===== config.mk =====
export PLATFORM = sky130hd
export DESIGN_NAME = enemy_sprite_engine
export DESIGN_NICKNAME = d
export VERILOG_FILES = /design/src/rtl/enemy_sprite_engine.sv
export SDC_FILE = /design/constraint.sdc
export NUM_CORES = 1
export LEC_CHECK = 0
export CAP_MARGIN = 5
export CORE_UTILIZATION = 25
export DETAILED_ROUTE_END_ITERATION = 8
export GPL_TIMING_DRIVEN = 0
export PLACE_DENSITY_LB_ADDON = 0.1
export SLEW_MARGIN = 5
export SYNTH_ARGS = -nofsm -noshare
export SYNTH_HDL_FRONTEND = slang
export SYNTH_SLANG_ARGS = --single-unit

===== constraint.sdc =====
create_clock -name Clk -period 5.07 [get_ports Clk]
set_clock_uncertainty 0.1 [all_clocks]
set_input_delay 1.2675 -clock Clk [delete_from_list [all_inputs] [get_ports Clk]]
set_output_delay 1.2675 -clock Clk [all_outputs]
set_load 0.01 [all_outputs]

===== src/rtl/enemy_sprite_engine.sv =====
// ============================================================================
//  Module   : enemy_sprite_engine
//  Purpose  : One invader: spawn/march/animate/hit-test and sprite rendering
//             through an external 1-cycle-latency sprite ROM.
//  Options  : ENEMY_EXPLODE_EN adds an EXPLODE state showing the explosion image.
//  Revision : 1.0
// ============================================================================
`default_nettype none

module enemy_sprite_engine #(
  parameter int SPRITE_W      = 50,
  parameter int SPRITE_H      = 50,
  parameter int NUM_FRAMES    = 2,
  parameter int ANIM_TICKS    = 16,
  parameter int STEP_X        = 1,
  parameter int STEP_Y        = 8,
  parameter int X_MIN         = 0,
  parameter int X_MAX         = 589,
`ifdef ENEMY_EXPLODE_EN
  parameter int EXPLODE_TICKS = 12,
`endif
  parameter int ROM_AW        = 16
) (
  input  logic              Clk,
  input  logic              Reset_n,
  input  logic              frame_tick,
  input  logic              start,
  input  logic [9:0]        init_x,
  input  logic [9:0]        init_y,
  input  logic              dir_x,
  input  logic              step_down,
  input  logic              shot_valid,
  input  logic [9:0]        shot_x,
  input  logic [9:0]        shot_y,
  input  logic [9:0]        DrawX,
  input  logic [9:0]        DrawY,
  output logic [ROM_AW-1:0] rom_addr,
  input  logic [23:0]       rom_data,
  output logic              enemy_on,
  output logic [7:0]        enemy_R,
  output logic [7:0]        enemy_G,
  output logic [7:0]        enemy_B,
  output logic [9:0]        pos_x,
  output logic [9:0]        pos_y,
  output logic              alive,
  output logic              edge_hit,
  output logic              hit
);

  localparam int ACW = (ANIM_TICKS > 1) ? $clog2(ANIM_TICKS) : 1;
  localparam int FW  = $clog2(NUM_FRAMES + 1);
  localparam logic [ROM_AW-1:0] c_FRAME_SZ = ROM_AW'(SPRITE_W * SPRITE_H);
  localparam logic [ROM_AW-1:0] c_ROW_SZ   = ROM_AW'(SPRITE_W);
  localparam logic [9:0]        c_Y_LIMIT  = 10'(1023 - SPRITE_H);

  typedef enum logic [1:0] {
    S_IDLE    = 2'd0,
    S_ALIVE   = 2'd1,
    S_EXPLODE = 2'd2,
    S_DEAD    = 2'd3
  } state_t;

  state_t            r_state;
  state_t            w_state_nxt;
  logic [9:0]        r_pos_x;
  logic [9:0]        r_pos_y;
  logic [ACW-1:0]    r_anim_cnt;
  logic [FW-1:0]     r_frm;
  logic [ROM_AW-1:0] r_rom_addr;
  logic              r_in_box_d;
  logic              r_hit;

  logic              w_alive;
  logic              w_render;
  logic              w_load;
  logic              w_kill;
  logic              w_move;
  logic              w_draw_in;
  logic [FW-1:0]     w_frm_sel;
  logic [10:0]       w_x_inc;
  logic [10:0]       w_y_inc;
  logic [9:0]        w_x_right;
  logic [9:0]        w_x_left;
  logic [9:0]        w_y_down;
  logic [9:0]        w_dx;
  logic [9:0]        w_dy;
  logic [ROM_AW-1:0] w_addr;

  // Compares run at 11 bits so a box near the 1023 edge never wraps to 0.
  function automatic logic f_in_box(input logic [9:0] px, input logic [9:0] py,
                                    input logic [9:0] ox, input logic [9:0] oy);
    logic [10:0] x, y, x0, y0;
    x  = {1'b0, px};
    y  = {1'b0, py};
    x0 = {1'b0, ox};
    y0 = {1'b0, oy};
    return (x >= x0) && (x < x0 + 11'(SPRITE_W)) &&
           (y >= y0) && (y < y0 + 11'(SPRITE_H));
  endfunction

  assign w_alive  = (r_state == S_ALIVE);
  assign w_render = (r_state == S_ALIVE) || (r_state == S_EXPLODE);
  assign w_load   = start && ((r_state == S_IDLE) || (r_state == S_DEAD));
  assign w_kill   = w_alive && shot_valid && f_in_box(shot_x, shot_y, r_pos_x, r_pos_y);
  assign w_move   = w_alive && frame_tick && !w_kill;

  assign w_x_inc   = {1'b0, r_pos_x} + 11'(STEP_X);
  assign w_y_inc   = {1'b0, r_pos_y} + 11'(STEP_Y);
  assign w_x_right = (w_x_inc > 11'(X_MAX)) ? 10'(X_MAX) : w_x_inc[9:0];
  assign w_x_left  = ({1'b0, r_pos_x} < 11'(X_MIN + STEP_X)) ? 10'(X_MIN)
                                                             : r_pos_x - 10'(STEP_X);
  assign w_y_down  = (w_y_inc > {1'b0, c_Y_LIMIT}) ? c_Y_LIMIT : w_y_inc[9:0];

`ifdef ENEMY_EXPLODE_EN
  localparam int ECW = (EXPLODE_TICKS > 1) ? $clog2(EXPLODE_TICKS) : 1;

  logic [ECW-1:0] r_expl_cnt;
  logic           w_expl_done;

  assign w_expl_done = frame_tick && (r_expl_cnt == ECW'(EXPLODE_TICKS - 1));
  assign w_frm_sel   = (r_state == S_EXPLODE) ? FW'(NUM_FRAMES) : r_frm;

  always_ff @(posedge Clk or negedge Reset_n) begin
    if (!Reset_n) begin
      r_expl_cnt <= '0;
    end else if (r_state != S_EXPLODE) begin
      r_expl_cnt <= '0;
    end else if (frame_tick) begin
      r_expl_cnt <= r_expl_cnt + 1'b1;
    end
  end
`else
  assign w_frm_sel = r_frm;
`endif

  always_ff @(posedge Clk or negedge Reset_n) begin
    if (!Reset_n) begin
      r_state <= S_IDLE;
    end else begin
      r_state <= w_state_nxt;
    end
  end

  always_comb begin
    w_state_nxt = r_state;
    case (r_state)
      S_IDLE, S_DEAD: begin
        if (start) w_state_nxt = S_ALIVE;
      end
      S_ALIVE: begin
`ifdef ENEMY_EXPLODE_EN
        if (w_kill) w_state_nxt = S_EXPLODE;
`else
        if (w_kill) w_state_nxt = S_DEAD;
`endif
      end
      S_EXPLODE: begin
`ifdef ENEMY_EXPLODE_EN
        if (w_expl_done) w_state_nxt = S_DEAD;
`else
        w_state_nxt = S_DEAD;
`endif
      end
    endcase
  end

  always_ff @(posedge Clk or negedge Reset_n) begin
    if (!Reset_n) begin
      r_pos_x <= '0;
      r_pos_y <= '0;
    end else if (w_load) begin
      r_pos_x <= init_x;
      r_pos_y <= init_y;
    end else if (w_move) begin
      if (step_down) begin
        r_pos_y <= w_y_down;
      end else begin
        r_pos_x <= dir_x ? w_x_right : w_x_left;
      end
    end
  end

  // A fresh spawn always begins its march animation on frame 0.
  always_ff @(posedge Clk or negedge Reset_n) begin
    if (!Reset_n) begin
      r_anim_cnt <= '0;
      r_frm      <= '0;
    end else if (w_load) begin
      r_anim_cnt <= '0;
      r_frm      <= '0;
    end else if (w_move) begin
      if (r_anim_cnt == ACW'(ANIM_TICKS - 1)) begin
        r_anim_cnt <= '0;
        r_frm      <= (r_frm == FW'(NUM_FRAMES - 1)) ? '0 : r_frm + 1'b1;
      end else begin
        r_anim_cnt <= r_anim_cnt + 1'b1;
      end
    end
  end

  assign w_draw_in = w_render && f_in_box(DrawX, DrawY, r_pos_x, r_pos_y);
  assign w_dx      = DrawX - r_pos_x;
  assign w_dy      = DrawY - r_pos_y;
  assign w_addr    = ROM_AW'(w_frm_sel) * c_FRAME_SZ + ROM_AW'(w_dy) * c_ROW_SZ
                   + ROM_AW'(w_dx);

  // Address only moves inside the box; the in-box flag tracks the ROM latency.
  always_ff @(posedge Clk or negedge Reset_n) begin
    if (!Reset_n) begin
      r_rom_addr <= '0;
      r_in_box_d <= 1'b0;
      r_hit      <= 1'b0;
    end else begin
      if (w_draw_in) r_rom_addr <= w_addr;
      r_in_box_d <= w_draw_in;
      r_hit      <= w_kill;
    end
  end

  assign rom_addr = r_rom_addr;
  assign enemy_on = r_in_box_d && w_render && (rom_data != 24'h000000);
  assign enemy_R  = enemy_on ? rom_data[23:16] : 8'h00;
  assign enemy_G  = enemy_on ? rom_data[15:8]  : 8'h00;
  assign enemy_B  = enemy_on ? rom_data[7:0]   : 8'h00;
  assign pos_x    = r_pos_x;
  assign pos_y    = r_pos_y;
  assign alive    = w_alive;
  assign edge_hit = w_alive && ((r_pos_x == 10'(X_MIN)) || (r_pos_x == 10'(X_MAX)));
  assign hit      = r_hit;

endmodule

`default_nettype wire


**Logic cells by family**

Scale: 3 px per µm.
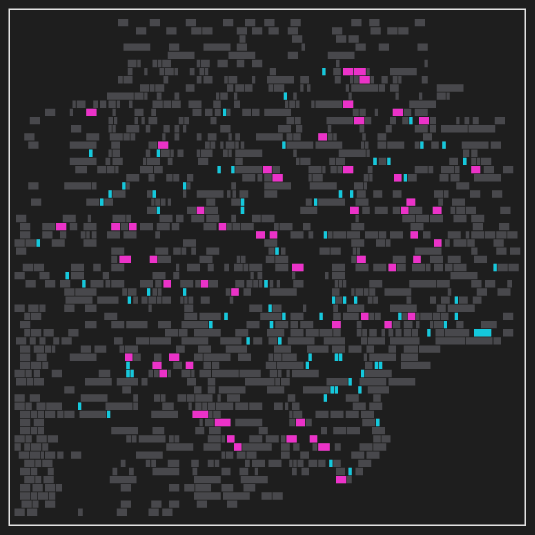
Key: cyan = inv cells [cells 73, most used inv_1]; magenta = non-inverting ao/oa cells [cells 55, most used a21o_1]

**Routing congestion map**

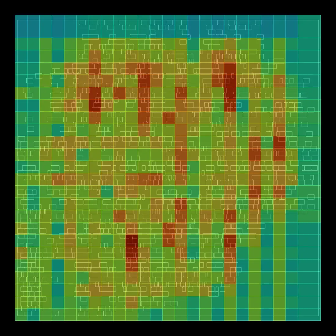
met2 Track Usage GR: 26.16%
met3 usage: 2.577%
GR Util met1: 23.81%
Total GRT Usage: 16.65%
GR peak layer: met2

how the worst max path moves through the flow:
stage,startpoint,endpoint,slack (ns)
final,DrawY[1],rom_addr[15],-0.87
after global routing,DrawY[0],rom_addr[15],-1.13
after CTS,DrawY[0],rom_addr[15],-0.90
after detailed placement,DrawY[0],rom_addr[15],-2.01
after global placement,DrawY[0],rom_addr[15],-1.99
after floorplan,DrawY[0],rom_addr[15],-0.83
stage by stage:
stage,worst slack (ns),area (µm²)
after global routing,-1.128,10130
after global placement,-1.993,9407
after floorplan,-0.8257,7392
final,-0.8702,10140
after CTS,-0.8990,9812
after detailed placement,-2.009,9422
per-layer routing:
| metal | up-vias | GRT usage, % | routed length [µm] |
|---|---|---|---|
| li1 | 3509 | - | - |
| met1 | 3205 | 23.81 | 11940 |
| met2 | 169 | 26.16 | 10550 |
| met3 | 17 | 2.577 | 1104 |
| met4 | 0 | 3.416 | 258 |
| met5 | - | 0 | 0 |
logic make-up after synthesis:
group	after synthesis
adders and majority gates	161
buffers and inverters	92
AOI/OAI and AO/OA	231
xor gates and xnor gates	50
muxes	18
and+or+nand+nor	253
DFF	46
cell usage in the layout, fill, tap and decap left out, drive strengths merged, types with 5 or more instances in the layout:
| master | instances |
|---|---|
| o211ai | 15 |
| clkdlybuf4s50 | 147 |
| nor3 | 18 |
| and2 | 33 |
| a21oi | 44 |
| fa | 14 |
| nor4 | 10 |
| buf | 36 |
| or3 | 6 |
| dfrtp | 46 |
| xnor2 | 38 |
| a2111oi | 5 |
| xor2 | 12 |
| mux2 | 11 |
| clkbuf | 17 |
| a31oi | 8 |
| a21o | 13 |
| inv | 74 |
| nand2 | 51 |
| a311oi | 6 |
| nor2b | 11 |
| and3 | 7 |
| o21a | 12 |
| ha | 147 |
| a221oi | 7 |
| a211oi | 13 |
| or4 | 5 |
| nor2 | 62 |
| nand3 | 16 |
| nand4 | 11 |
| mux2i | 7 |
| o2111ai | 5 |
| o21ai | 49 |
| or2 | 7 |
registers in the layout, summed over array words and instances, names as in the netlist:
name / count
rom_addr: 16
pos_x: 10
pos_y: 10
r_in_box_d: 1
r_state: 2
r_frm: 2
r_anim_cnt: 4
hit: 1
layout make-up:
| type | instances | area, µm² |
|---|---|---|
| fillers | 2926 | 17870 |
| multi-input cells | 713 | 6231 |
| repair buffers | 179 | 1754 |
| flip-flops and latches | 46 | 1151 |
| well taps | 378 | 473.0 |
| inverters | 73 | 286.5 |
| clock buffers | 5 | 125.1 |
| plain buffers | 19 | 86.33 |
| clock inverters | 3 | 23.77 |
| diodes | 2 | 5.005 |
timing repair:
item	4_1_cts	5_1_grt
setup endpoints to repair	10	29
pin swaps	37	29
setup buffers	15	10
gates resized	39	42
==> impl_metrics.json <==
{
  "outcome": "finished, violations left",
  "violations": "setup timing",
  "cp_top_family": "adder cells",
  "yosys.area_share.adder_pct": 29.51,
  "insertion_delay_ns": 0.31,
  "drv_slew": 0,
  "grt_max_degree": 31,
  "min_path_cells": 1,
  "hold_violations": 0,
  "yosys_warnings": 0,
  "fp_util_pct": 25.64,
  "yosysCellCount": 851,
  "ys_top_cells_by_count": "ha_1 (147), inv_1 (73), nor2_1 (62)",
  "timing.final.ws_setup_ns": -0.8702,
  "core_mm2": 0.02801,
  "gp_congestion": 0.8539,
  "die_h_um": 171.5,
  "path_depth": 23,
  "num_rows": 61,
  "timing.fmax_ghz": 0.1683,
  "setup_violations": 8,
  "numClockSinks": 46,
  "hold_path_startpoint": "r_state[0]",
  "r2r_slack_ns": -0.63,
  "flop_cell": "dfrtp_1",
  "dp.cells": 1384,
  "tritoncts": "done",
  "drt-total-wl_um": 23850,
  "maxSlewHeadroom_pct": 48.33,
  "avgViaCountPerCell": 4.866,
  "syn_avg_cell_area_um2": 8.441,
  "cts_buffer_depth": 2
}
